**src/rtl/mem_arb.sv**
```systemverilog
// CPU/DMA arbiter in front of a byte-split (even/odd bank) synchronous RAM.
// Fixed three-cycle access: decide in IDLE, drive the banks in ACCESS, ack and capture read data in RESP.
//
// state  | meaning
// IDLE   | waiting for a request; arbitrates and latches the winner's fields
// ACCESS | bank addresses and write strobes driven from the latched request
// RESP   | granted port's ack pulses; bank read data registered into its rdata
module mem_arb #(
  parameter int AW     = 12,
  parameter int STARVE = 4
) (
  input  logic          m_clock,
  input  logic          p_reset,
  input  logic          c_req,
  input  logic          c_we,
  input  logic          c_byte,
  input  logic [15:0]   c_adrs,
  input  logic [15:0]   c_wdata,
  output logic [15:0]   c_rdata,
  output logic          c_ack,
  input  logic          d_req,
  input  logic          d_we,
  input  logic          d_byte,
  input  logic [15:0]   d_adrs,
  input  logic [15:0]   d_wdata,
  output logic [15:0]   d_rdata,
  output logic          d_ack,
  output logic [AW-2:0] me_adrs,
  output logic [AW-2:0] mo_adrs,
  output logic          me_we,
  output logic          mo_we,
  output logic [7:0]    me_wdata,
  output logic [7:0]    mo_wdata,
  input  logic [7:0]    me_rdata,
  input  logic [7:0]    mo_rdata
);

  localparam int SW = $clog2(STARVE + 1);
  localparam logic [SW-1:0] STARVE_MAX = SW'(STARVE);

  typedef enum logic [1:0] {IDLE, ACCESS, RESP} state_t;

  state_t        state;
  state_t        next_state;
  logic          lat_dma;
  logic          lat_we;
  logic          lat_byte;
  logic [AW-1:0] lat_adrs;
  logic [15:0]   lat_wdata;
  logic [SW-1:0] starve_cnt;
  logic          decide;
  logic          dma_win;
  logic          load_rd;
  logic [15:0]   rd_val;

  // Address bits above AW are ignored so accesses wrap around the memory.
  logic unused_adrs;
  assign unused_adrs = ^{c_adrs[15:AW], d_adrs[15:AW]};

  assign decide  = (state == IDLE) && (c_req || d_req);
  assign dma_win = d_req && (!c_req || (starve_cnt == STARVE_MAX));

  always_ff @(posedge m_clock or negedge p_reset) begin
    if (!p_reset) state <= IDLE;
    else          state <= next_state;
  end

  always_comb begin
    next_state = state;
    unique case (state)
      IDLE:    if (c_req || d_req) next_state = ACCESS;
      ACCESS:  next_state = RESP;
      RESP:    next_state = IDLE;
      default: next_state = IDLE;
    endcase
  end

  always_comb begin
    c_ack   = 1'b0;
    d_ack   = 1'b0;
    me_we   = 1'b0;
    mo_we   = 1'b0;
    load_rd = 1'b0;
    unique case (state)
      ACCESS: begin
        me_we = lat_we && (!lat_byte || !lat_adrs[0]);
        mo_we = lat_we && (!lat_byte ||  lat_adrs[0]);
      end
      RESP: begin
        c_ack   = !lat_dma;
        d_ack   =  lat_dma;
        load_rd = !lat_we;
      end
      default: ;
    endcase
  end

  always_ff @(posedge m_clock or negedge p_reset) begin
    if (!p_reset) begin
      lat_dma   <= 1'b0;
      lat_we    <= 1'b0;
      lat_byte  <= 1'b0;
      lat_adrs  <= '0;
      lat_wdata <= '0;
    end else if (decide) begin
      lat_dma   <= dma_win;
      lat_we    <= dma_win ? d_we    : c_we;
      lat_byte  <= dma_win ? d_byte  : c_byte;
      lat_adrs  <= dma_win ? d_adrs[AW-1:0] : c_adrs[AW-1:0];
      lat_wdata <= dma_win ? d_wdata : c_wdata;
    end
  end

  always_ff @(posedge m_clock or negedge p_reset) begin
    if (!p_reset) begin
      starve_cnt <= '0;
    end else if (decide) begin
      if (dma_win)
        starve_cnt <= '0;
      else if (d_req && (starve_cnt != STARVE_MAX))
        starve_cnt <= starve_cnt + SW'(1);
    end
  end

  // Both banks see the same word index; the byte lane is chosen by strobes and read mux.
  assign me_adrs  = lat_adrs[AW-1:1];
  assign mo_adrs  = lat_adrs[AW-1:1];
  assign me_wdata = lat_byte ? lat_wdata[7:0] : lat_wdata[15:8];
  assign mo_wdata = lat_wdata[7:0];

  assign rd_val = lat_byte ? {8'h00, (lat_adrs[0] ? mo_rdata : me_rdata)}
                           : {me_rdata, mo_rdata};

  // rdata is captured at the end of RESP and holds until that port's next read.
  always_ff @(posedge m_clock or negedge p_reset) begin
    if (!p_reset) begin
      c_rdata <= '0;
      d_rdata <= '0;
    end else if (load_rd) begin
      if (lat_dma) d_rdata <= rd_val;
      else         c_rdata <= rd_val;
    end
  end

endmodule

```
**config.mk**
```make
export PLATFORM = sky130hd
export DESIGN_NAME = mem_arb
export DESIGN_NICKNAME = d
export VERILOG_FILES = /design/src/rtl/mem_arb.sv
export SDC_FILE = /design/constraint.sdc
export NUM_CORES = 1
export LEC_CHECK = 0
export ABC_CLOCK_PERIOD_IN_PS = 1600
export CAP_MARGIN = 5
export CORE_MARGIN = 2
export CORE_UTILIZATION = 35
export CTS_CLUSTER_SIZE = 24
export DETAILED_ROUTE_END_ITERATION = 8
export PLACE_DENSITY = 0.68
export SYNTH_ARGS = -nofsm -noshare
export SYNTH_HDL_FRONTEND = slang
export SYNTH_SLANG_ARGS = --single-unit
export TNS_END_PERCENT = 10
```
**constraint.sdc**
```tcl
create_clock -name m_clock -period 1.6 [get_ports m_clock]
set_input_delay 0.4 -clock m_clock [delete_from_list [all_inputs] [get_ports m_clock]]
set_output_delay 0.4 -clock m_clock [all_outputs]
set_load 0.01 [all_outputs]
```
==> results.py, run 1 <==
# Metrics from the implementation run
metrics = {
    "status": {
        "status": "complete, but fails checks",
        "violations": "negative setup slack",
    },
    "synthesis": {
        "netlist_area_um2": 3650,
        "synth_cell_types": 32,
        "edf_count": 0,
        "syn_inst": 375,
        "synth_top_cell_by_area": "dfrtp_1",
        "ys_seq_frac": 0.466,
        "area_leaders": "dfrtp_1, o221ai_2, buf_4",
        "ys_warn_count": 0,
    },
    "final_layout": {
        "nNetsFinal": 599,
        "lay_top_count": "clkdlybuf4s50_1",
        "comb_cells": 211,
        "final-clk-cell-share": 0.0421,
        "area_growth_pct": 50.6,
    },
    "pwr": {
        "swShare": 0.399,
        "vdd_drop_max_mv": 0.918,
        "power.internal_uw": 6160,
        "leakage_uw": 0.00252,
        "pwr-share-comb": 0.539,
        "power_density_nw_per_um2": 1860,
    },
    "worst_setup_path": {
        "rr_worst_depth": 6,
        "cp-end-kind": "flop",
        "worstPathRequired_ns": 1.81,
    },
    "routing": {
        "routed_wl_mm": 10.2,
    },
    "run": {
        "warnings": 37,
    },
    "sta": {
        "worst_slack_ns": -0.132,
        "setup_viol": 23,
        "worst_pin_slew_ns": 0.349,
        "worst_slew_margin_rel": 0.767,
    },
    "worst_hold_path": {
        "min_from": "d_rdata[1]",
    },
    "global_route": {
        "antenna_found_initial": 0,
        "grt_usage": 0.182,
    },
    "placement": {
        "io_buffers": 153,
    },
    "floorplanning": {
        "chipArea_um2": 11300,
    },
}
-- run 1: power groups by stage --
stage	logic, uW	clock network (uW)	registers [uW]
after floorplan	3250	0	3220
after global placement	5820	0	3090
after detailed placement	5950	0	3130
after CTS	5480	1700	3070
after global routing	6030	1770	3200
final	5520	1650	3070
-- run 1: per-layer routing --
| layer | up-vias | track usage | routed length, um |
|---|---|---|---|
| met4 | 0 | 0.0602 | 198 |
| met2 | 121 | 0.318 | 5130 |
| met1 | 1566 | 0.228 | 4300 |
| met3 | 22 | 0.0325 | 544 |
| li1 | 1572 | - | - |
| met5 | - | 0 | 0 |
-- run 1: state kept, by name, summed over array words and instances (netlist names) --
| signal | count |
|---|---|
| c_rdata | 16 |
| d_rdata | 16 |
| lat_wdata | 16 |
| lat_adrs | 12 |
| starve_cnt | 3 |
| state | 2 |
| lat_byte | 1 |
| lat_dma | 1 |
| lat_we | 1 |
-- run 1: how the worst max path moves through the flow --
stage	cells after the start	end
final	6	c_rdata[10]
after global routing	5	me_we
after CTS	4	d_ack
after detailed placement	4	starve_cnt[2]
after global placement	4	starve_cnt[2]
after floorplan	6	lat_dma
-- run 1: kinds of logic (layout without fill, tap and decap cells) --
group	after synthesis	count (layout)	share of synthesized area
compound gates	76	76	0.187
fa+ha+maj	2	2	0.00686
buf+inv	96	235	0.141
flops	68	68	0.466
mux	10	10	0.0291
simple gates	123	123	0.170
-- run 1: metrics by stage --
stage	worst slack (ns)	setup TNS [ns]
global route	-0.179	-3.85
CTS	-0.145	-1.96
floorplan	0.0902	0
global placement	-0.232	-8.38
finish	-0.132	-2.18
detailed placement	-0.261	-9.80
-- run 1: critical path, delay by kind of cell, from the launching register on --
kind	cells	cell delay, ns
flip-flops	1	0.43
AND-OR/OR-AND	1	0.06
buffers and inverters	3	0.46
AND/OR/NAND/NOR	2	0.65
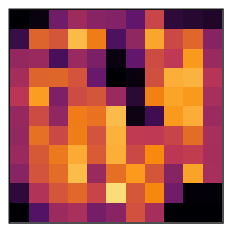
**Above:** run 1 (placement density heat map).
(2 px per um) The die is cut into 11 by 11 equal tiles; black is low, pale yellow is high, 0 to 100% covered.
fullest tile: 93%
nearly empty tiles: 6.6%
tiles over 75% full: 15%
core area: 10200 um2
post-layout util: 0.537
FP Util: 0.357

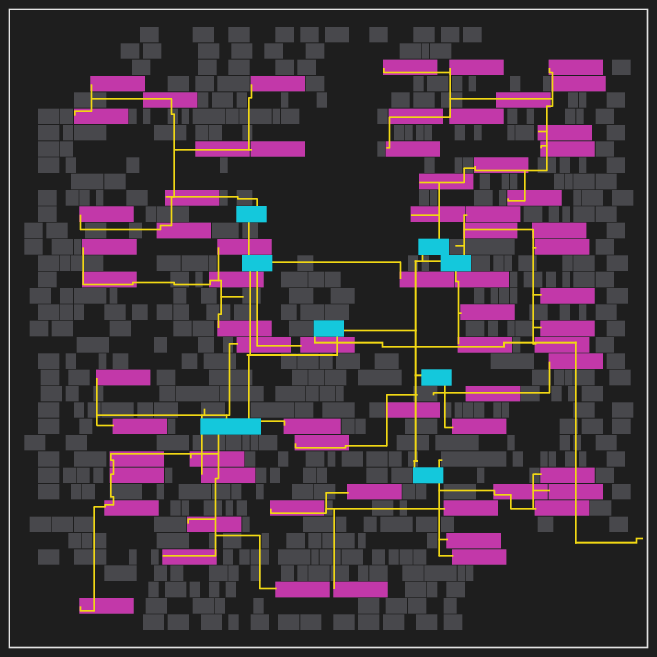
**Above:** run 1 (routed clock nets over the placement).
(6 px per um)
[magenta] flip-flops | count: 68
[yellow] clock wires | length: 943 um
[cyan] clock drivers | count: 9
routed clock nets: 10
flops lie: all over the die

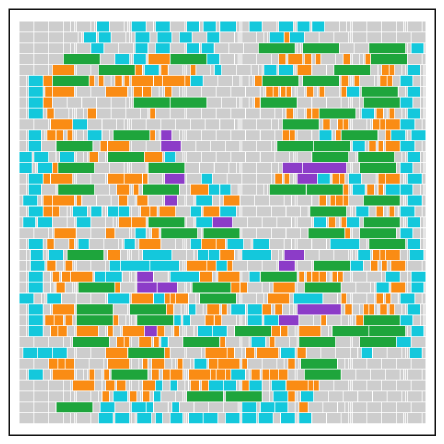
**Above:** run 1 (placement by cell class).
(4 px per um) Fill, decap, tap and diode cells in grey.
| colour | class | cells |
|---|---|---|
| green | flops | 68 |
| purple | clock drivers and dummy loads | 16 |
| orange | combinational and other logic | 243 |
| cyan | other buffers and delay cells | 187 |
fin area: 5500 um2
num rows: 37
sequential cell area share: 0.310

**Run 1: zoomed window**

Window x 41 to 66, y 41 to 66 um. Cells in grey, sequential cells in the stronger grey; small squares are vias.
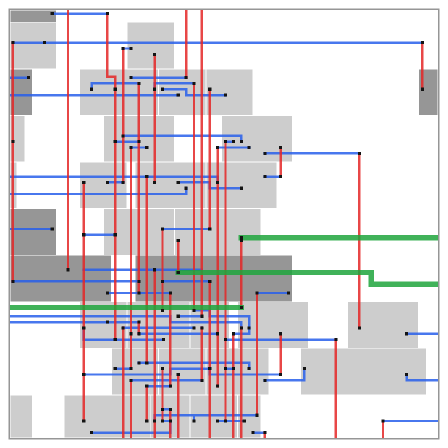

## Run 2: what changed since run 1
--- a/config.mk
+++ b/config.mk
@@ -7,7 +7,7 @@
 export LEC_CHECK = 0
 export ABC_CLOCK_PERIOD_IN_PS = 1600
 export CAP_MARGIN = 5
-export CORE_MARGIN = 2
+export CORE_MARGIN = 4
 export CORE_UTILIZATION = 35
 export CTS_CLUSTER_SIZE = 24
 export DETAILED_ROUTE_END_ITERATION = 8
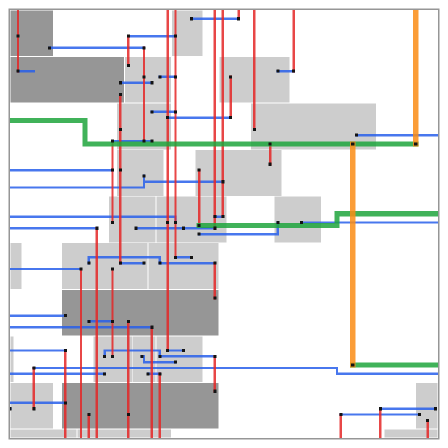
**Above:** run 2 (zoomed window).
Window x 43 to 68, y 43 to 68 um. Cells in grey, sequential cells in the stronger grey; small squares are vias.
| colour | layer |
|---|---|
| orange | metal 4 |
| blue | metal 1 |
| red | metal 2 |
| green | metal 3 |
cells with their middle in the window: 20
netlist names of flops here include: state (2), lat_we (1)
most frequent: buf_4 (5), dfrtp_1 (3), buf_6 (2)
sequential cells in the window: 3

==> run 2 against run 1 <==
Net effect:
- the flow still finishes with violations (negative setup slack)
- via count fell by 2.2%
- sequential share of layout area rose by 1.1 points
- non-clock buffer count shrank 11
- cell count down 1.7%
- critical path depth fell by 2
- design area decreased by 3.4%
- clock power decreased by 16%
- synthesized area unchanged
==> results.py, run 2 <==
# Metrics from the implementation run
metrics = {
    "worst_setup_path": {
        "crit_buf_inv": 1,
        "cp_top_family": "flip-flops",
        "cp-end-kind": "output pin",
        "rr_worst_depth": 5,
    },
    "global_route": {
        "grt_usage": 0.166,
    },
    "floorplanning": {
        "chipArea_um2": 12100,
        "core_region_area_um2": 10200,
        "fp_util": 0.357,
    },
    "sta": {
        "setup_viol": 3,
        "worst_slack_ns": -0.0189,
        "worst_slew_margin_rel": 0.759,
        "worst_pin_slew_ns": 0.361,
    },
    "status": {
        "violations": "negative setup slack",
        "status": "complete, but fails checks",
    },
    "synthesis": {
        "synth_cell_types": 32,
        "area_leaders": "dfrtp_1, o221ai_2, buf_4",
        "synth_top_cell_by_area": "dfrtp_1",
        "ys_seq_frac": 0.466,
        "syn_nets": 465,
        "edf_count": 0,
    },
    "final_layout": {
        "nNetsFinal": 588,
        "area_growth_pct": 45.5,
        "lay_top_count": "clkdlybuf4s50_1",
    },
    "pwr": {
        "p_clk_uw": 1380,
        "leakage_uw": 0.00243,
        "swShare": 0.404,
        "seq-power_uw": 3050,
        "power.internal_uw": 5750,
        "power_frac_seq": 0.317,
        "pg_comb_uw": 5210,
        "power_leader": "combinational logic",
        "power_density_nw_per_um2": 1820,
    },
    "routing": {
        "routed_wl_mm": 10.0,
    },
    "placement": {
        "dp_slack_ns": -0.252,
    },
}
run 2: cell counts after synthesis:
Identical to the previous run, type by type.
run 2: per-layer routing:
layer  wire length, um  part of all wire  GRT usage
met4               222             0.022     0.0616
met3               780             0.078     0.0396
met2              4970              0.50      0.282
met5                 0                 0          0
met1              4050              0.40      0.204
run 2: kinds of logic after synthesis:
group | share of synthesized area
AND/OR/NAND/NOR | 0.170
buffers and inverters | 0.141
AND-OR/OR-AND | 0.187
flip-flops | 0.466
multiplexers | 0.0291
adder cells (fa/ha/maj) | 0.00686
run 2: worst register-to-register path, stage by stage, from the launching register on:
cell and delay [ns]:
dfrtp_1 0.40, buf_4 0.16, or4b_4 0.55, buf_12 0.18
nand2_1 0.07, o21ai_1 0.05
run 2: final cells by class:
type                       count  area, um2
multi-input combinational    211       1490
clock inverter                 6       65.1
sequential                    68       1700
timing repair buffer         176       1640
tap                          136        170
inverter                      32        120
fill                         974       4920
clock buffer                  10        128
run 2: per-stage QoR:
step                      instance area [um2]  instances  total power (uW)   util  TNS [ns]
after detailed placement                 5200        623              8990  0.508     -8.58
after global placement                   5200        623              8830  0.508     -7.43
after global routing                     5310        639             10500  0.519    -0.453
after CTS                                5280        639              9710  0.516    -0.251
after floorplan                          3650        375              6470      -         0
final                                    5310        639              9650  0.519   -0.0419
run 2: how the worst max path moves through the flow:
stage | cells past startpoint | endpoint | slack, ns
finish | 4 | me_we | -0.02
global route | 4 | me_we | -0.12
CTS | 3 | d_ack | -0.08
detailed placement | 3 | starve_cnt[0] | -0.25
global placement | 3 | starve_cnt[0] | -0.23
floorplan | 6 | lat_dma | 0.09
run 2: repair_timing:
item,4_1_cts,5_1_grt
hold buffers,0,0
pin swaps,0,4
buffers inserted,0,0
setup endpoints to repair,74,30
resized,123,15
Power figures rest on the tool's default switching activity, not on a simulated workload.
